run_1/metal_stack.png
The bar under the picture is 20 microns long. Two of the layers only.
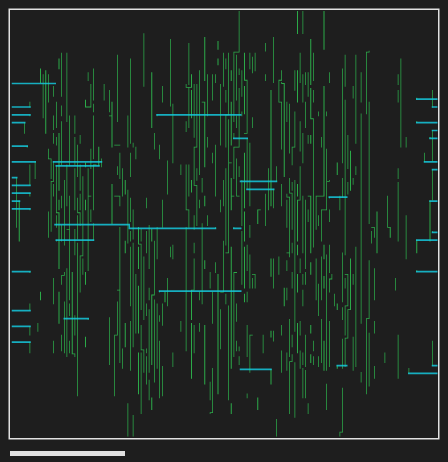
run_1/registers.png
Other sequential cells in the stronger grey, the rest of the logic in the fainter grey.
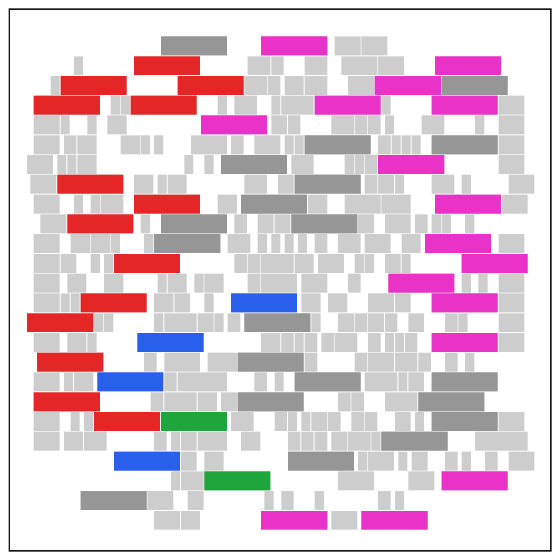
run_1/wire_density.png
The bar under the picture is 20 microns long. 15 x 15 tiles, from black (low) to pale yellow (high), scaled to the fullest tile. Values are wire area over tile area, all layers added.
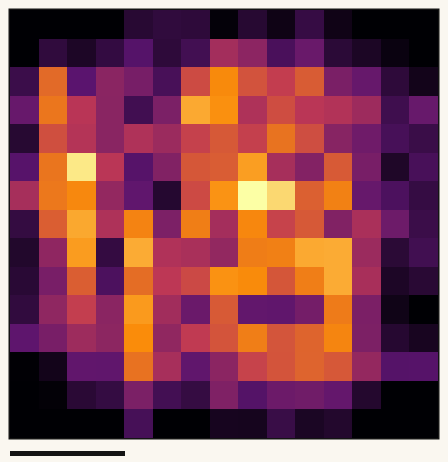
===== config.mk =====
export PLATFORM = sky130hd
export DESIGN_NAME = bcd_serial_converter_flat
export DESIGN_NICKNAME = d
export VERILOG_FILES = /design/src/rtl/bcd_serial_converter_if.sv /design/src/rtl/bcd_serial_converter.sv /design/src/flat_wrapper.sv
export SDC_FILE = /design/constraint.sdc
export NUM_CORES = 1
export LEC_CHECK = 0
export CAP_MARGIN = 20
export CORE_MARGIN = 2
export CORE_UTILIZATION = 54
export CTS_CLUSTER_SIZE = 25
export DETAILED_ROUTE_END_ITERATION = 6
export PLACE_DENSITY = 0.79
export SYNTH_ARGS = -nofsm -noshare
export SYNTH_HDL_FRONTEND = slang
export SYNTH_SLANG_ARGS = --single-unit

===== constraint.sdc =====
create_clock -name clk -period 2.05 [get_ports clk]
set_clock_uncertainty 0.2 [all_clocks]
set_input_delay 0.41 -clock clk [delete_from_list [all_inputs] [get_ports clk]]
set_output_delay 0.41 -clock clk [all_outputs]
set_load 0.03 [all_outputs]

===== src/rtl/bcd_serial_converter_if.sv =====
// Handshake and data bundle between the reaction timer and the BCD converter.
// The master side requests conversions; the slave side is the converter.
interface bcd_serial_converter_if #(
    parameter int BIN_W  = 14,
    parameter int DIGITS = 4
);
    logic                  start;
    logic [BIN_W-1:0]      bin;
    logic                  busy;
    logic                  done;
    logic [4*DIGITS-1:0]   bcd;
    logic                  overflow;

    modport master (
        output start, bin,
        input  busy, done, bcd, overflow
    );

    modport slave (
        input  start, bin,
        output busy, done, bcd, overflow
    );
endinterface


===== src/rtl/bcd_serial_converter.sv =====
// Sequential binary-to-BCD converter (double dabble, one bit per clock).
// One add-3 correction cell per digit is reused across all iterations.
// Results are published only in the DONE cycle, so the display never
// sees partially converted digits.
module bcd_serial_converter #(
    parameter int BIN_W  = 14,
    parameter int DIGITS = 4
) (
    input  logic                    clk,
    input  logic                    rst_n,
    bcd_serial_converter_if.slave   bus
);
    localparam int          CW      = $clog2(BIN_W + 1);
    localparam int          BCD_W   = 4 * DIGITS;
    localparam logic [31:0] MAX_VAL = 32'(10 ** DIGITS - 1);

    typedef enum logic [1:0] {
        IDLE  = 2'd0,
        SHIFT = 2'd1,
        DONE  = 2'd2
    } state_t;

    state_t             state;
    logic [BIN_W-1:0]   bin_sr;
    logic [BCD_W-1:0]   scratch;
    logic [CW-1:0]      count;
    logic               ovf_pend;
    logic               busy;
    logic               done;
    logic [BCD_W-1:0]   bcd;
    logic               overflow;

    logic [BCD_W-1:0]   scratch_corr;
    logic [BCD_W-1:0]   scratch_next;
    logic [BIN_W-1:0]   bin_next;
    logic [31:0]        bin_ext;

    // Digits 13..15 cannot occur from valid shifting; they collapse to 0.
    function automatic logic [3:0] add3(input logic [3:0] d);
        if (d <= 4'd4)
            return d;
        else if (d <= 4'd12)
            return d + 4'd3;
        else
            return 4'd0;
    endfunction

    assign bin_ext = 32'(bus.bin);

    // One double-dabble step: correct every digit, then shift the binary MSB in.
    always_comb begin
        scratch_corr = '0;
        for (int i = 0; i < DIGITS; i++) begin
            scratch_corr[i*4 +: 4] = add3(scratch[i*4 +: 4]);
        end
        scratch_next = {scratch_corr[BCD_W-2:0], bin_sr[BIN_W-1]};
        bin_next     = {bin_sr[BIN_W-2:0], 1'b0};
    end

    // Control FSM with registered handshake outputs and result registers.
    always_ff @(posedge clk or negedge rst_n) begin
        if (!rst_n) begin
            state    <= IDLE;
            bin_sr   <= '0;
            scratch  <= '0;
            count    <= '0;
            ovf_pend <= 1'b0;
            busy     <= 1'b0;
            done     <= 1'b0;
            bcd      <= '0;
            overflow <= 1'b0;
        end else begin
            done <= 1'b0;
            case (state)
                IDLE, DONE: begin
                    if (bus.start) begin
                        state    <= SHIFT;
                        busy     <= 1'b1;
                        bin_sr   <= bus.bin;
                        scratch  <= '0;
                        count    <= CW'(BIN_W);
                        ovf_pend <= (bin_ext > MAX_VAL);
                    end else begin
                        state <= IDLE;
                    end
                end
                SHIFT: begin
                    scratch <= scratch_next;
                    bin_sr  <= bin_next;
                    count   <= count - 1'b1;
                    if (count == CW'(1)) begin
                        state    <= DONE;
                        busy     <= 1'b0;
                        done     <= 1'b1;
                        bcd      <= ovf_pend ? {DIGITS{4'h9}} : scratch_next;
                        overflow <= ovf_pend;
                    end
                end
                default: begin
                    state <= IDLE;
                    busy  <= 1'b0;
                end
            endcase
        end
    end

    assign bus.busy     = busy;
    assign bus.done     = done;
    assign bus.bcd      = bcd;
    assign bus.overflow = overflow;
endmodule


===== src/flat_wrapper.sv =====
// flat-port wrapper written by rule: the top's interface ports become plain ports
module bcd_serial_converter_flat 
#(
    parameter int BIN_W  = 14,
    parameter int DIGITS = 4
)
  (clk, rst_n, bus_start, bus_bin, bus_busy, bus_done, bus_bcd, bus_overflow);
  bcd_serial_converter_if #(.BIN_W(BIN_W), .DIGITS(DIGITS)) bus_i ();
  input  logic clk;
  input  logic rst_n;
  input wire logic [$bits(bus_i.start)-1:0] bus_start;
  input wire logic [$bits(bus_i.bin)-1:0] bus_bin;
  output wire logic [$bits(bus_i.busy)-1:0] bus_busy;
  output wire logic [$bits(bus_i.done)-1:0] bus_done;
  output wire logic [$bits(bus_i.bcd)-1:0] bus_bcd;
  output wire logic [$bits(bus_i.overflow)-1:0] bus_overflow;
  assign bus_i.start = bus_start;
  assign bus_i.bin = bus_bin;
  assign bus_busy = bus_i.busy;
  assign bus_done = bus_i.done;
  assign bus_bcd = bus_i.bcd;
  assign bus_overflow = bus_i.overflow;
  bcd_serial_converter #(.BIN_W(BIN_W), .DIGITS(DIGITS)) u_core (.clk(clk), .rst_n(rst_n), .bus(bus_i));
endmodule

==> run summary, run 1 <==
Notes on the physical design

The sum of buffers and inverters on the critical path is 1. The DRC violations left is 0. The routed design could run at a clock period as short as 1.97 ns. Max-cap violations in this run came to 0. The class of the worst hold path is reg2reg. The clock latency on the worst-skew pair is 0.31 ns. The cell count after synthesis came out at 273. The report lists the power per cell area as 1560 nW/um^2.

The worst IR drop on VDD is 0.561 mV. The footprint of the multi-input gates is 1130 sq um. The post-detailed-route via-to-cell ratio is 5.48. The net count of the finished layout is 335. In this run the cell area of the synthesized design comes to 2670 sq um. Setup repair after global routing left no endpoint under its margin. The power report puts the leakage power at 1.44 nW.

The final setup slack of the worst path is 0.0842 ns. The required time of the critical path is 1.44 ns. The first global-routing pass estimated 9.32 mm of wire.

The detail route stage leaves a number of antenna-violating nets equal to 0. Once iteration 0 of detailed routing completed, the report listed 121 DRC markers. The capturing element of the worst setup path is bus_busy. Of the available clock period, the critical path in the final layout requires 0.959. The kind of end point of the critical path is an output pin. The largest stage delay on the critical path is 0.68 ns. Counting distinct cell types in the post-synthesis netlist gives 44. The startpoint class of the critical path is a register.

The number of cells after detailed placement is 371. The run finished with clean final reports. The worst register-to-register path begins at u_core.count[1].

CTS added clock buffers totalling 5. The global route stage reports its total congestion overflow as 0. The number of levels in the clock H-tree is 2. The CTS tree is yes.
About metal_stack.png:
cyan -> met3  # wire length 179 microns
green -> met2  # wire length 2,490 microns
total routed wirelength: 5.25 mm
all-layer global routing usage: 0.221
average wire length per cell after detail routing: 13.8 microns
routed vias: 2,081

About registers.png:
red -> u_core.bin_sr  # sequential cells 14
magenta -> u_core.bus.bcd  # sequential cells 16
green -> u_core.state  # sequential cells 2
blue -> u_core.count  # sequential cells 4
not coloured = 20
fraction of area in registers: 0.437
core utilization of the finished layout: 0.674
storage element area: 1400 sq um
Power Sequential: 1.97 mW

About wire_density.png:
densest ninth of the die = middle
nearly empty tiles = 11%
tiles over half the peak = 30%
fullest tile = 0.42

-- run 1: kinds of logic after synthesis --
logic type,count (synthesis),share of synthesized area
flip-flops,56,0.525
XOR/XNOR,4,0.0131
AND-OR/OR-AND,76,0.188
multiplexers,2,0.00750
AND/OR/NAND/NOR,102,0.186
adder cells (fa/ha/maj),6,0.0281
buffers and inverters,27,0.0525
-- run 1: cell type report --
cell class                      instances  share of cell area
Clock inverter                          2             0.00313
Sequential cell                        56               0.437
Timing Repair Buffer                   46               0.138
Inverter                               13              0.0156
Multi-Input combinational cell        190               0.354
Clock buffer                            6              0.0258
Tap cell                               67              0.0262
-- run 1: registers in the layout, indices dropped and copies added (netlist names) --
register	count
u_core.bin_sr	14
u_core.bus.bcd	16
u_core.bus.busy	1
u_core.bus.done	1
u_core.bus.overflow	1
u_core.count	4
u_core.ovf_pend	1
u_core.scratch	16
u_core.state	2
-- run 1: where the power goes --
group / total [mW] / internal [mW] / switching (mW)
logic: 2.39 / 1.05 / 1.35
registers: 1.97 / 1.57 / 0.403
clock network: 0.621 / 0.271 / 0.350
total: 4.99 / 2.89 / 2.10
-- run 1: timing repair --
action,CTS,global route
hold endpoints to repair,56,0
endpoints found under the setup margin,0,1
hold buffers,1,0
resized,0,1
-- run 1: cells in the mapped netlist, drive strengths merged, types with 2 or more instances --
cell	instances	share of area
a21oi	11	0.023
a22o	7	0.023
a22oi	13	0.037
a31oi	3	0.0070
a32o	2	0.0075
buf	14	0.034
dfrtp	56	0.53
ha	6	0.028
inv	12	0.017
mux2i	2	0.0075
nand2	50	0.074
nand2b	9	0.022
nand3	3	0.0056
nor2	21	0.033
nor2b	6	0.016
nor3	9	0.021
nor4	2	0.0047
o21ai	25	0.047
o22ai	5	0.012
o31ai	3	0.0084
xnor2	2	0.0066
xor2	2	0.0066
-- run 1: worst min path at each step --
stage	start	endpoint	slack, ns	cells after the start
after global routing	u_core.bin_sr[1]	u_core.bin_sr[1]	0.31	2
after detailed placement	rst_n	u_core.bus.bcd[14]	0.23	2
final	u_core.bus.bcd[10]	u_core.bus.bcd[10]	0.29	2
after global placement	rst_n	u_core.bus.bcd[14]	0.23	2
after floorplan	rst_n	u_core.bin_sr[0]	-0.09	0
after CTS	u_core.bin_sr[7]	u_core.bin_sr[7]	0.29	2
-- run 1: worst reg2reg max path, cell delays in order (launching register included) --
cell,delay (ns)
dfrtp_1,0.42
inv_1,0.09
ha_1,0.14
nor3b_4,0.27
nand2_4,0.15
clkinv_2,0.18
nand2b_1,0.18
o21ai_1,0.17
-- run 1: metal layers --
layer  global-route usage  vias to the layer above
met5                    0                        -
met4               0.0754                        0
met3               0.0447                        9
met2                0.357                       49
met1                0.301                      993
li1                     -                     1030
-- run 1: through the flow --
stage | instance area [sq um] | hold slack (ns) | power [mW] | utilization
2_1_floorplan | 2670 | -0.0856 | 3.62 | -
3_3_place_gp | 3100 | 0.234 | 4.27 | 0.651
3_5_place_dp | 3100 | 0.232 | 4.38 | 0.651
4_1_cts | 3200 | 0.290 | 5.01 | 0.673
5_1_grt | 3200 | 0.309 | 5.39 | 0.674
6_report | 3200 | 0.290 | 4.99 | 0.674
==> inputs of run 2 (changes only) <==
--- a/config.mk
+++ b/config.mk
@@ -7,10 +7,10 @@
 export LEC_CHECK = 0
 export CAP_MARGIN = 20
 export CORE_MARGIN = 2
-export CORE_UTILIZATION = 54
+export CORE_UTILIZATION = 49
 export CTS_CLUSTER_SIZE = 25
 export DETAILED_ROUTE_END_ITERATION = 6
-export PLACE_DENSITY = 0.79
+export PLACE_DENSITY = 0.75
 export SYNTH_ARGS = -nofsm -noshare
 export SYNTH_HDL_FRONTEND = slang
 export SYNTH_SLANG_ARGS = --single-unit
==> constraint.sdc (replaced) <==
create_clock -name clk -period 1.8 [get_ports clk]
set_clock_uncertainty 0.2 [all_clocks]
set_input_delay 0.36 -clock clk [delete_from_list [all_inputs] [get_ports clk]]
set_output_delay 0.36 -clock clk [all_outputs]
set_load 0.03 [all_outputs]
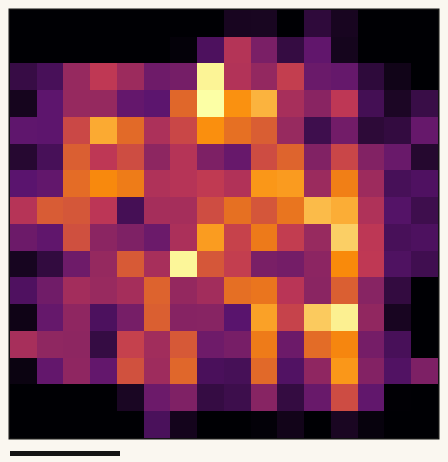
run_2/wire_density.png
The bar under the picture is 20 microns long. 16 x 16 tiles, from black (low) to pale yellow (high), scaled to the fullest tile. Values are wire area over tile area, all layers added.
fullest tile = 0.43
nearly empty tiles = 17%
mean over tiles = 0.14
emptiest ninth of the die = top right
densest ninth of the die = middle
tiles over half the peak = 26%
average wire length per cell after detail routing: 14.0 microns
routed vias: 2,169

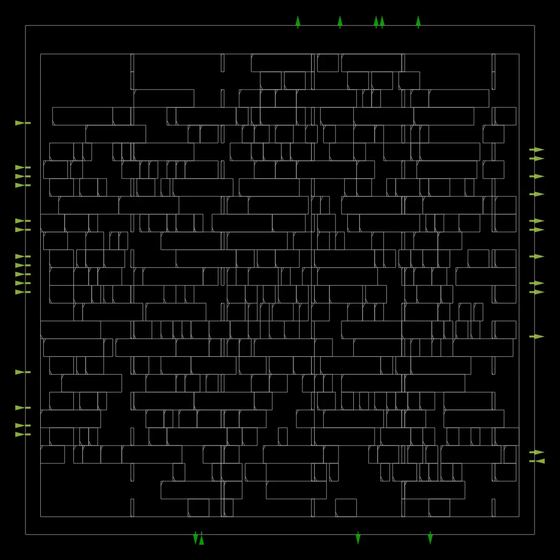
run_2/final_placement.png
post-route non-filler standard cell count: 398
Seq Cell Count: 56

==> run 2 against run 1 <==
  * Routed wire length rose by 6.3%
  * Clock power rose by 4.7%
  * Synthesized area did not move
  * Core utilization fell by 3.4 points
  * Combinational power rose by 19%
==> run summary, run 2 <==
Notes on the physical design

For reference, the top cells by area after synthesis are dfrtp_1 (53%), nand2_1 (6.8%), a22oi_1 (3.7%). TritonCTS built the clock tree. The largest registers in the layout are u_core.bus.bcd: 16 flops, u_core.scratch: 16 flops, u_core.bin_sr: 14 flops.

The share of the synthesized area in the top cell type is 0.525 (unchanged). The total area of sequential cells is 1400 sq um (unchanged). The distinct cell type count of the synthesized netlist is 44 (unchanged).

The worst reg-to-reg path cell count is 7. The end-of-flow timing check tallies setup violations at 0. The final layout net count came to 351 (+4.8%).

The number of warning messages in the logs is 27. The max-cap violation count is 0 (unchanged). The global-route usage over all layers came to 0.201 (-0.0200).

The largest stage delay on the critical path is 0.39 ns (-0.29 ns). The number of DRC markers in iteration 0 was 124 (+2.5%). The area of the mapped netlist is 2670 sq um (unchanged). The total power of the final layout is 5.70 mW (+14%). The worst IR drop on VDD is 0.696 mV (+24%). The final setup slack of the worst path is 0.0797 ns (-0.00451 ns). The most common cell in the synthesized netlist is dfrtp_1. The clock passes through at most 2 buffers.

The clock latency on the worst-skew pair is 0.30 ns (about the same). The die is 77.8 microns tall. The residual overflow from global routing was 0 (unchanged).

The hold path depth is 2 (unchanged). The number of levels in the clock H-tree is 2 (unchanged). The remaining antenna violation count is 0 (unchanged). In this run the worst hold path is classified as reg2reg. The footprint of the multi-input gates came to 1140 sq um (+0.88%). The area of the core is 5170 sq um. The standby leakage power is 1.58 nW (+9.2%). The final clock period utilization by the worst path is 0.956. The routed wire length is 5.58 mm (+6.3%). The instance count of the mapped netlist was 273 (unchanged). The sum of buffers and inverters on the critical path is 2 (+1). The end point of the worst hold path is u_core.bus.bcd[0]. The largest fanout of any net on the critical path is 4. The startpoint identified for the worst register-to-register timing path is u_core.scratch[8]. The DRC violations left is 0 (unchanged). The power density normalized to cell area is 1720 nW/um^2 (+11%). The flow ran to the end, and the final reports show no timing, DRC or antenna violations. The main flop type is dfrtp_1. STA classifies the critical path startpoint as a register. The wire length of the first global-routing pass is 9.72 mm (+4.2%). The number of buffers created by CTS is 5 (unchanged).

The worst setup path is captured at a register. The post-detailed-route via-to-cell ratio is 5.45 (-0.49%). Sorting the Yosys area breakdown by cell type puts at the top dfrtp_1. The required time of the critical path is 1.80 ns (+0.36 ns). The smallest clock period supported by the final layout is computed as 1.72 ns.
## run 2: tightest hold or removal path: cells and delay by family, from the launching register on
family / cells / cell delay [ns]
and+or+nand+nor: 2 / 0.09
DFF: 1 / 0.35
## run 2: stage by stage
step / TNS [ns] / hold slack (ns) / instances / cell area [sq um] / util
2_1_floorplan: 0 / -0.136 / 273 / 2670 / -
3_3_place_gp: -7.16 / 0.125 / 385 / 3190 / 0.618
3_5_place_dp: -6.91 / 0.126 / 385 / 3190 / 0.618
4_1_cts: 0 / 0.278 / 393 / 3260 / 0.631
5_1_grt: -0.00793 / 0.302 / 398 / 3310 / 0.640
6_report: 0 / 0.271 / 398 / 3310 / 0.640
## run 2: where the power goes
part / internal (mW) / switching (mW)
Clock: 0.266 / 0.384
Sequential: 1.78 / 0.424
Combinational: 1.23 / 1.61
Total: 3.28 / 2.42
## run 2: kinds of logic (layout without fill, tap and decap cells)
kind of cell,Yosys count,count (layout),synth area share
XOR/XNOR,4,4,0.0131
adder cells (fa/ha/maj),6,6,0.0281
buffers and inverters,27,82,0.0525
flip-flops,56,56,0.525
multiplexers,2,2,0.00750
AND/OR/NAND/NOR,102,102,0.186
AND-OR/OR-AND,76,76,0.188
## run 2: layout make-up
| class | instances | area share |
|---|---|---|
| sequential | 56 | 0.423 |
| multi-input combinational | 190 | 0.345 |
| timing repair buffer | 62 | 0.167 |
| tap | 70 | 0.0265 |
| clock buffer | 6 | 0.0219 |
| inverter | 13 | 0.0151 |
| clock inverter | 1 | 0.00151 |
## run 2: worst max path at each step
| stage | from | to | slack, ns | depth (start not counted) |
|---|---|---|---|---|
| floorplan | u_core.scratch[8] | u_core.scratch[12] | 0.15 | 6 |
| global placement | bus_start | u_core.scratch[7] | -0.42 | 5 |
| CTS | u_core.count[1] | u_core.bus.bcd[10] | 0.02 | 7 |
| detailed placement | bus_start | u_core.scratch[7] | -0.40 | 5 |
| finish | u_core.scratch[8] | u_core.bus.bcd[9] | 0.08 | 7 |
| global route | u_core.count[1] | u_core.bus.bcd[3] | -0.006 | 8 |
## run 2: per-layer routing
layer / GRT usage / share of wire / wire [microns]
met3: 0.0384 / 0.033 / 182
met4: 0.0536 / 0.0082 / 46
met1: 0.264 / 0.48 / 2660
met5: 0 / 0 / 0
met2: 0.341 / 0.48 / 2700
## run 2: repair_timing
| item | 4_1_cts | 5_1_grt |
|---|---|---|
| endpoints found under the hold margin | 15 | 0 |
| gates resized | 20 | 4 |
| hold buffers | 1 | 0 |
| pin swaps | 0 | 1 |
| endpoints found under the setup margin | 28 | 19 |
| setup buffers | 0 | 5 |
No activity file was given, so power comes from the tool's default toggle rates.
